Figure 1. Gate families picked out.
(8 px per micron)
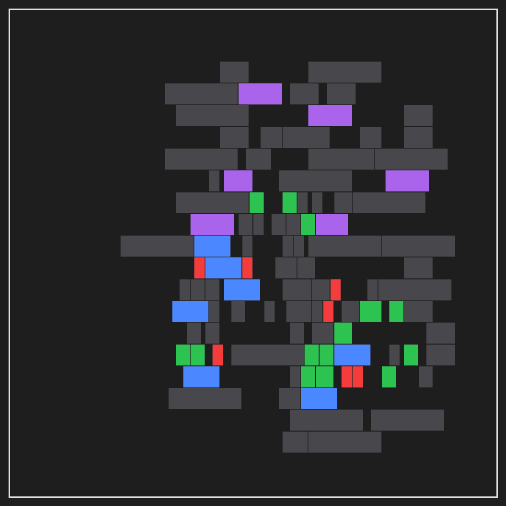
Figure 2. Routing congestion.
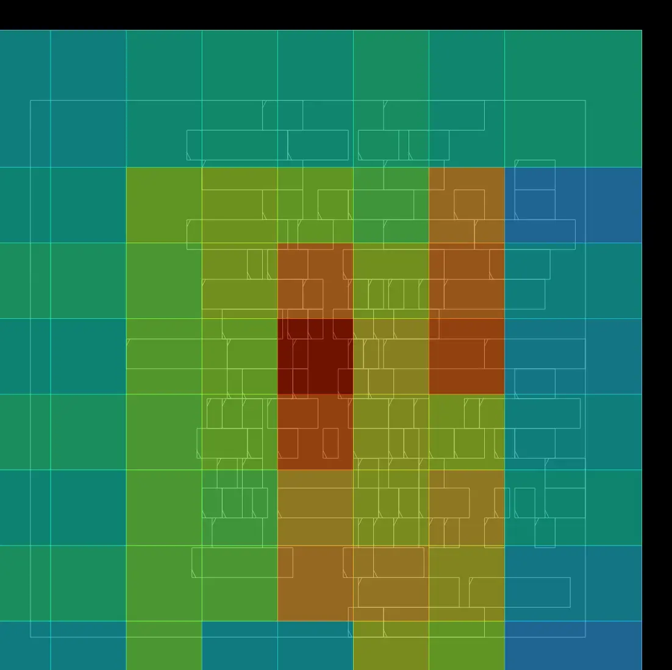
Figure 3. Sequential cells colored by netlist name.
(8 px per micron) Other sequential cells in the stronger gray, the rest of the logic in the fainter gray.
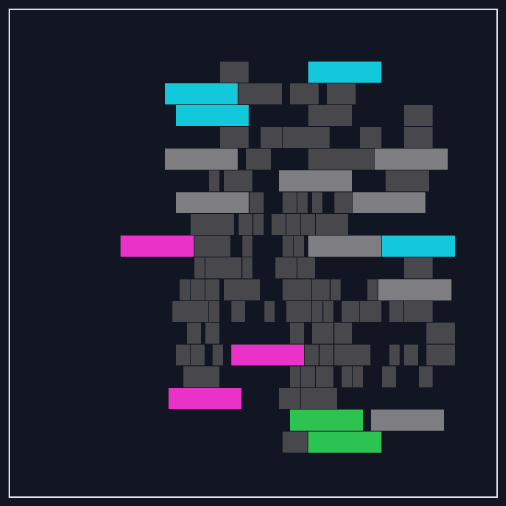
Figure 4. Met2 routing.
(4 px per micron)
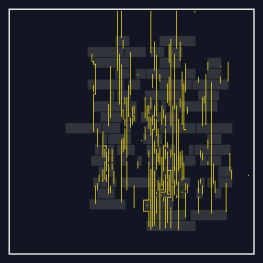
[src/rtl/key_loader_pkg.sv]
// Shared types and helpers for the serial key loader.
package key_loader_pkg;

  localparam int MAX_KEY_WIDTH = 32;

  typedef enum logic [1:0] {IDLE, SHIFT, CHECK, DONE} kl_state_t;

  // Zero-extension is harmless here: padding bits do not change the XOR.
  function automatic logic even_parity(input logic [MAX_KEY_WIDTH-1:0] data);
    return ^data;
  endfunction

endpackage

[src/rtl/key_loader_if.sv]
// Key store / key loader signal bundle; master is the off-chip key store side.
interface key_loader_if #(
  parameter int KEY_WIDTH = 4
);
  logic                 load_start;
  logic                 key_sdata_in;
  logic                 key_sdata_valid;
  logic [KEY_WIDTH-1:0] key_out;
  logic                 key_ready;
  logic                 key_err;
  logic                 busy;

  modport master (
    output load_start, key_sdata_in, key_sdata_valid,
    input  key_out, key_ready, key_err, busy
  );

  modport slave (
    input  load_start, key_sdata_in, key_sdata_valid,
    output key_out, key_ready, key_err, busy
  );
endinterface

[src/rtl/key_shift_reg.sv]
// Indexed shadow register and bit counter for the incoming key frame.
// Bits land LSB first; full rises once KEY_WIDTH data bits are held.
module key_shift_reg #(
  parameter  int KEY_WIDTH = 4,
  localparam int CNT_W     = $clog2(KEY_WIDTH + 1)
) (
  input  logic                 clk,
  input  logic                 rst_n,
  input  logic                 clear,
  input  logic                 shift_en,
  input  logic                 sdata,
  output logic [KEY_WIDTH-1:0] shadow,
  output logic                 full
);

  logic [CNT_W-1:0] bit_cnt;

  always_ff @(posedge clk or negedge rst_n) begin
    if (!rst_n) begin
      shadow  <= '0;
      bit_cnt <= '0;
    end else if (clear) begin
      shadow  <= '0;
      bit_cnt <= '0;
    end else if (shift_en) begin
      for (int i = 0; i < KEY_WIDTH; i++) begin
        if (bit_cnt == CNT_W'(i)) shadow[i] <= sdata;
      end
      bit_cnt <= bit_cnt + 1'b1;
    end
  end

  assign full = (bit_cnt == CNT_W'(KEY_WIDTH));

endmodule

[src/rtl/key_loader.sv]
// Receives the unlock key serially, checks even parity, and commits it atomically
// to the locked core's key inputs; the core sees zeros until the first good frame.
module key_loader
  import key_loader_pkg::*;
#(
  parameter int KEY_WIDTH = 4
) (
  input  logic         clk,
  input  logic         rst_n,
  key_loader_if.slave  bus
);

  kl_state_t            state;
  logic [KEY_WIDTH-1:0] shadow;
  logic [KEY_WIDTH-1:0] key_out_q;
  logic                 full;
  logic                 parity_bit;
  logic                 key_ready_q;
  logic                 key_err_q;
  logic                 busy_q;
  logic                 clear;
  logic                 shift_en;

  // A start pulse restarts the frame from any state except CHECK, and beats a
  // data bit arriving on the same edge.
  assign clear    = bus.load_start && (state != CHECK);
  assign shift_en = (state == SHIFT) && !bus.load_start && bus.key_sdata_valid && !full;

  key_shift_reg #(.KEY_WIDTH(KEY_WIDTH)) u_shift (
    .clk      (clk),
    .rst_n    (rst_n),
    .clear    (clear),
    .shift_en (shift_en),
    .sdata    (bus.key_sdata_in),
    .shadow   (shadow),
    .full     (full)
  );

  always_ff @(posedge clk or negedge rst_n) begin
    if (!rst_n) begin
      state       <= IDLE;
      parity_bit  <= 1'b0;
      key_out_q   <= '0;
      key_ready_q <= 1'b0;
      key_err_q   <= 1'b0;
      busy_q      <= 1'b0;
    end else begin
      case (state)
        IDLE, DONE: begin
          if (bus.load_start) begin
            state     <= SHIFT;
            key_err_q <= 1'b0;
            busy_q    <= 1'b1;
          end
        end
        SHIFT: begin
          if (!bus.load_start && bus.key_sdata_valid && full) begin
            parity_bit <= bus.key_sdata_in;
            state      <= CHECK;
          end
        end
        CHECK: begin
          busy_q <= 1'b0;
          if (even_parity(MAX_KEY_WIDTH'(shadow)) == parity_bit) begin
            key_out_q   <= shadow;
            key_ready_q <= 1'b1;
            state       <= DONE;
          end else begin
            key_err_q <= 1'b1;
            state     <= IDLE;
          end
        end
        default: begin
          state  <= IDLE;
          busy_q <= 1'b0;
        end
      endcase
    end
  end

  assign bus.key_out   = key_out_q;
  assign bus.key_ready = key_ready_q;
  assign bus.key_err   = key_err_q;
  assign bus.busy      = busy_q;

endmodule
[src/flat_wrapper.sv]
// flat-port wrapper written by rule: the top's interface ports become plain ports
module key_loader_flat import key_loader_pkg::*;
#(
  parameter int KEY_WIDTH = 4
)
  (clk, rst_n, bus_load_start, bus_key_sdata_in, bus_key_sdata_valid, bus_key_out, bus_key_ready, bus_key_err, bus_busy);
  key_loader_if #(.KEY_WIDTH(KEY_WIDTH)) bus_i ();
  input  logic clk;
  input  logic rst_n;
  input wire logic [$bits(bus_i.load_start)-1:0] bus_load_start;
  input wire logic [$bits(bus_i.key_sdata_in)-1:0] bus_key_sdata_in;
  input wire logic [$bits(bus_i.key_sdata_valid)-1:0] bus_key_sdata_valid;
  output wire logic [$bits(bus_i.key_out)-1:0] bus_key_out;
  output wire logic [$bits(bus_i.key_ready)-1:0] bus_key_ready;
  output wire logic [$bits(bus_i.key_err)-1:0] bus_key_err;
  output wire logic [$bits(bus_i.busy)-1:0] bus_busy;
  assign bus_i.load_start = bus_load_start;
  assign bus_i.key_sdata_in = bus_key_sdata_in;
  assign bus_i.key_sdata_valid = bus_key_sdata_valid;
  assign bus_key_out = bus_i.key_out;
  assign bus_key_ready = bus_i.key_ready;
  assign bus_key_err = bus_i.key_err;
  assign bus_busy = bus_i.busy;
  key_loader #(.KEY_WIDTH(KEY_WIDTH)) u_core (.clk(clk), .rst_n(rst_n), .bus(bus_i));
endmodule
[config.mk]
export PLATFORM = sky130hd
export DESIGN_NAME = key_loader_flat
export DESIGN_NICKNAME = d
export VERILOG_FILES = /design/src/rtl/key_loader_pkg.sv /design/src/rtl/key_loader_if.sv /design/src/rtl/key_shift_reg.sv /design/src/rtl/key_loader.sv /design/src/flat_wrapper.sv
export SDC_FILE = /design/constraint.sdc
export NUM_CORES = 1
export LEC_CHECK = 0
export CAP_MARGIN = 20
export CORE_MARGIN = 5
export CORE_UTILIZATION = 35
export CTS_BUF_LIST = sky130_fd_sc_hd__clkbuf_4 sky130_fd_sc_hd__clkbuf_8 sky130_fd_sc_hd__clkbuf_16
export CTS_CLUSTER_SIZE = 10
export DETAILED_ROUTE_END_ITERATION = 6
export PLACE_DENSITY = 0.66
export SLEW_MARGIN = 40
export SYNTH_ARGS = -nofsm -noshare
export SYNTH_HDL_FRONTEND = slang
export SYNTH_SLANG_ARGS = --single-unit
[constraint.sdc]
create_clock -name clk -period 3.35 [get_ports clk]
set_input_delay 0.67 -clock clk [delete_from_list [all_inputs] [get_ports clk]]
set_output_delay 0.67 -clock clk [all_outputs]
set_load 0.01 [all_outputs]
==> out/results.txt <==
status: finished, final reports clean
critical path data arrival time: 2200 ps
final slew viol count: 0
Distinct lib cells used: 24
CP required: 3540 ps
Worst-Margin Slew: 756 ps
Synth flops: 17
register share after synthesis: 0.471
yosys synthesis chip area: 903 sq um
synth cell count leaders: dfrtp_1 (17), nand2_1 (12), nand3_1 (8)
Power Internal: 0.379 mW
switching pwr: 0.189 mW
Fmax achieved: 497 MHz
Mapped Cells: 85
top-count cell post-synth: dfrtp_1
Nets: 113
Top-area cell share: 0.471
1st-iter DRT viols: 26
worst r2r src: u_core.state[1]
Post-synth EDFFs: 0
CP max FO: 8
Sink Count: 17
total grt overflow: 0
CTS max path bufs: 2
WP depth: 5
GRT Max-Usage Layer: met2
worst r2r path cells: 6
routed vias/inst: 5.11
# placed instances: 126
CP bufs+invs: 1
combinational fraction of design power: 0.330
CTS H-tree depth: 1
top_reg_cell synth: dfrtp_1
first-pass GRT wire length: 2810 microns
WL met3: 88 microns
top-level I/O count: 12
DR WL met2: 811 microns
layout cells sized above 1: 0.120
Synth Area per Inst: 10.6 sq um
crit path kind: in -> reg
Top delay family on crit path: simple AND/OR/NAND/NOR gates
FP Core Util: 0.365
ys async rst share: 1.00
Hold Slack: 268 ps
Top cells by area: dfrtp_1 (47%), ha_1 (9.7%), mux2_4 (6.6%)
Hold Crit Class: in -> async
max-cap violation count: 0
count of tool warnings: 30
DRT met1 WL: 717 microns
Final Critical Period: 2010 ps
CP Capture Type: flip-flop
DP HPWL: 1230 microns
setup bufs post-CTS: 0
Area growth, synth to finish: 18.8%
reg-to-reg slack, setup: 1590 ps
Inserted Clock Buffers: 3
multi-input logic area: 452 sq um
slowest stage cell, crit path: nor4bb_1
Setup crit end: u_core.u_shift.shadow[0]
post-CTS sizing: 0
synthesized cell area: 903 sq um
die height: 60.8 microns
CTS tree: done
crit path from: bus_load_start
core footprint: 0.00248 sq mm
DR WL/cell: 12.9 microns
GPL Wtd Cong: 0.736
Net Sw Frac: 0.333
vias in the first global route: 631
Routed Antenna Nets: 0
drt first pass iters: 4
Seq pwr share: 0.466
Hold Fails Final Rpt: 0
## Picture notes: Figure 1
| family | color | cells | most used |
|---|---|---|---|
| adder and majority cells | blue | 7 | ha_1 |
| inverters | red | 7 | inv_1 |
| inverting AOI/OAI gates | green | 14 | a21oi_1 |
| multiplexers | purple | 6 | mux2_4 |

## Picture notes: Figure 2
met1 usage: 0.119
grt met2 use: 0.182
final core occ: 0.433
grt met3 use: 0.0128
GRT Overall Usage: 0.105

## Picture notes: Figure 3
| netlist name | color | placed flops |
|---|---|---|
| u_core.state | green | 2 |
| u_core.u_shift.bit_cnt | magenta | 3 |
| u_core.bus.key_out | cyan | 4 |
not colored: 8

## Picture notes: Figure 4
nets with wire on the layer: 95
wire length on this layer: 811 microns
share of all routed wire: 48%

## how the worst min path moves through the flow
stage	endpoint	cells past startpoint
floorplan	u_core.bus.busy	0
global placement	u_core.bus.key_ready	1
detailed placement	u_core.bus.key_ready	1
CTS	u_core.bus.key_ready	1
global route	u_core.bus.key_out[0]	1
finish	u_core.bus.key_out[0]	1
## state kept, by name (all words and copies together), names as in the netlist
| name | flops |
|---|---|
| u_core.bus.busy | 1 |
| u_core.bus.key_err | 1 |
| u_core.bus.key_out | 4 |
| u_core.bus.key_ready | 1 |
| u_core.parity_bit | 1 |
| u_core.state | 2 |
| u_core.u_shift.bit_cnt | 3 |
| u_core.u_shift.shadow | 4 |
## cells by family (layout without fill, tap and decap cells)
kind of cell / Yosys count / count (layout) / share of synthesized area
flops: 17 / 17 / 0.471
fa+ha+maj: 7 / 7 / 0.0969
buf+inv: 7 / 22 / 0.0291
compound gates: 15 / 15 / 0.0914
xor+xnor: 3 / 3 / 0.0526
mux: 6 / 6 / 0.0900
simple gates: 30 / 30 / 0.169
## power groups by stage
stage	Combinational (mW)	Sequential [mW]	Clock (mW)
CTS	0.190	0.266	0.118
finish	0.187	0.265	0.116
global placement	0.188	0.268	0
floorplan	0.116	0.272	0
detailed placement	0.188	0.270	0
global route	0.208	0.270	0.128
## layout by cell type, fill, tap and decap left out, types with 2 or more instances in the layout
master / count
nor2_1: 2
nand3_1: 8
mux2_4: 4
clkbuf_4: 3
ha_1: 7
clkdlybuf4s50_1: 10
dfrtp_1: 17
nor2b_1: 3
a21oi_1: 7
inv_1: 7
nand2_1: 12
o21ai_0: 4
## layout make-up
type	instances	area share
flip-flops and latches	17	0.396
well taps	30	0.0350
clock buffers	3	0.0210
clock inverters	1	0.00466
inverters	7	0.0245
repair buffers	11	0.0979
multi-input cells	61	0.421
No activity file was given, so power comes from the tool's default toggle rates.
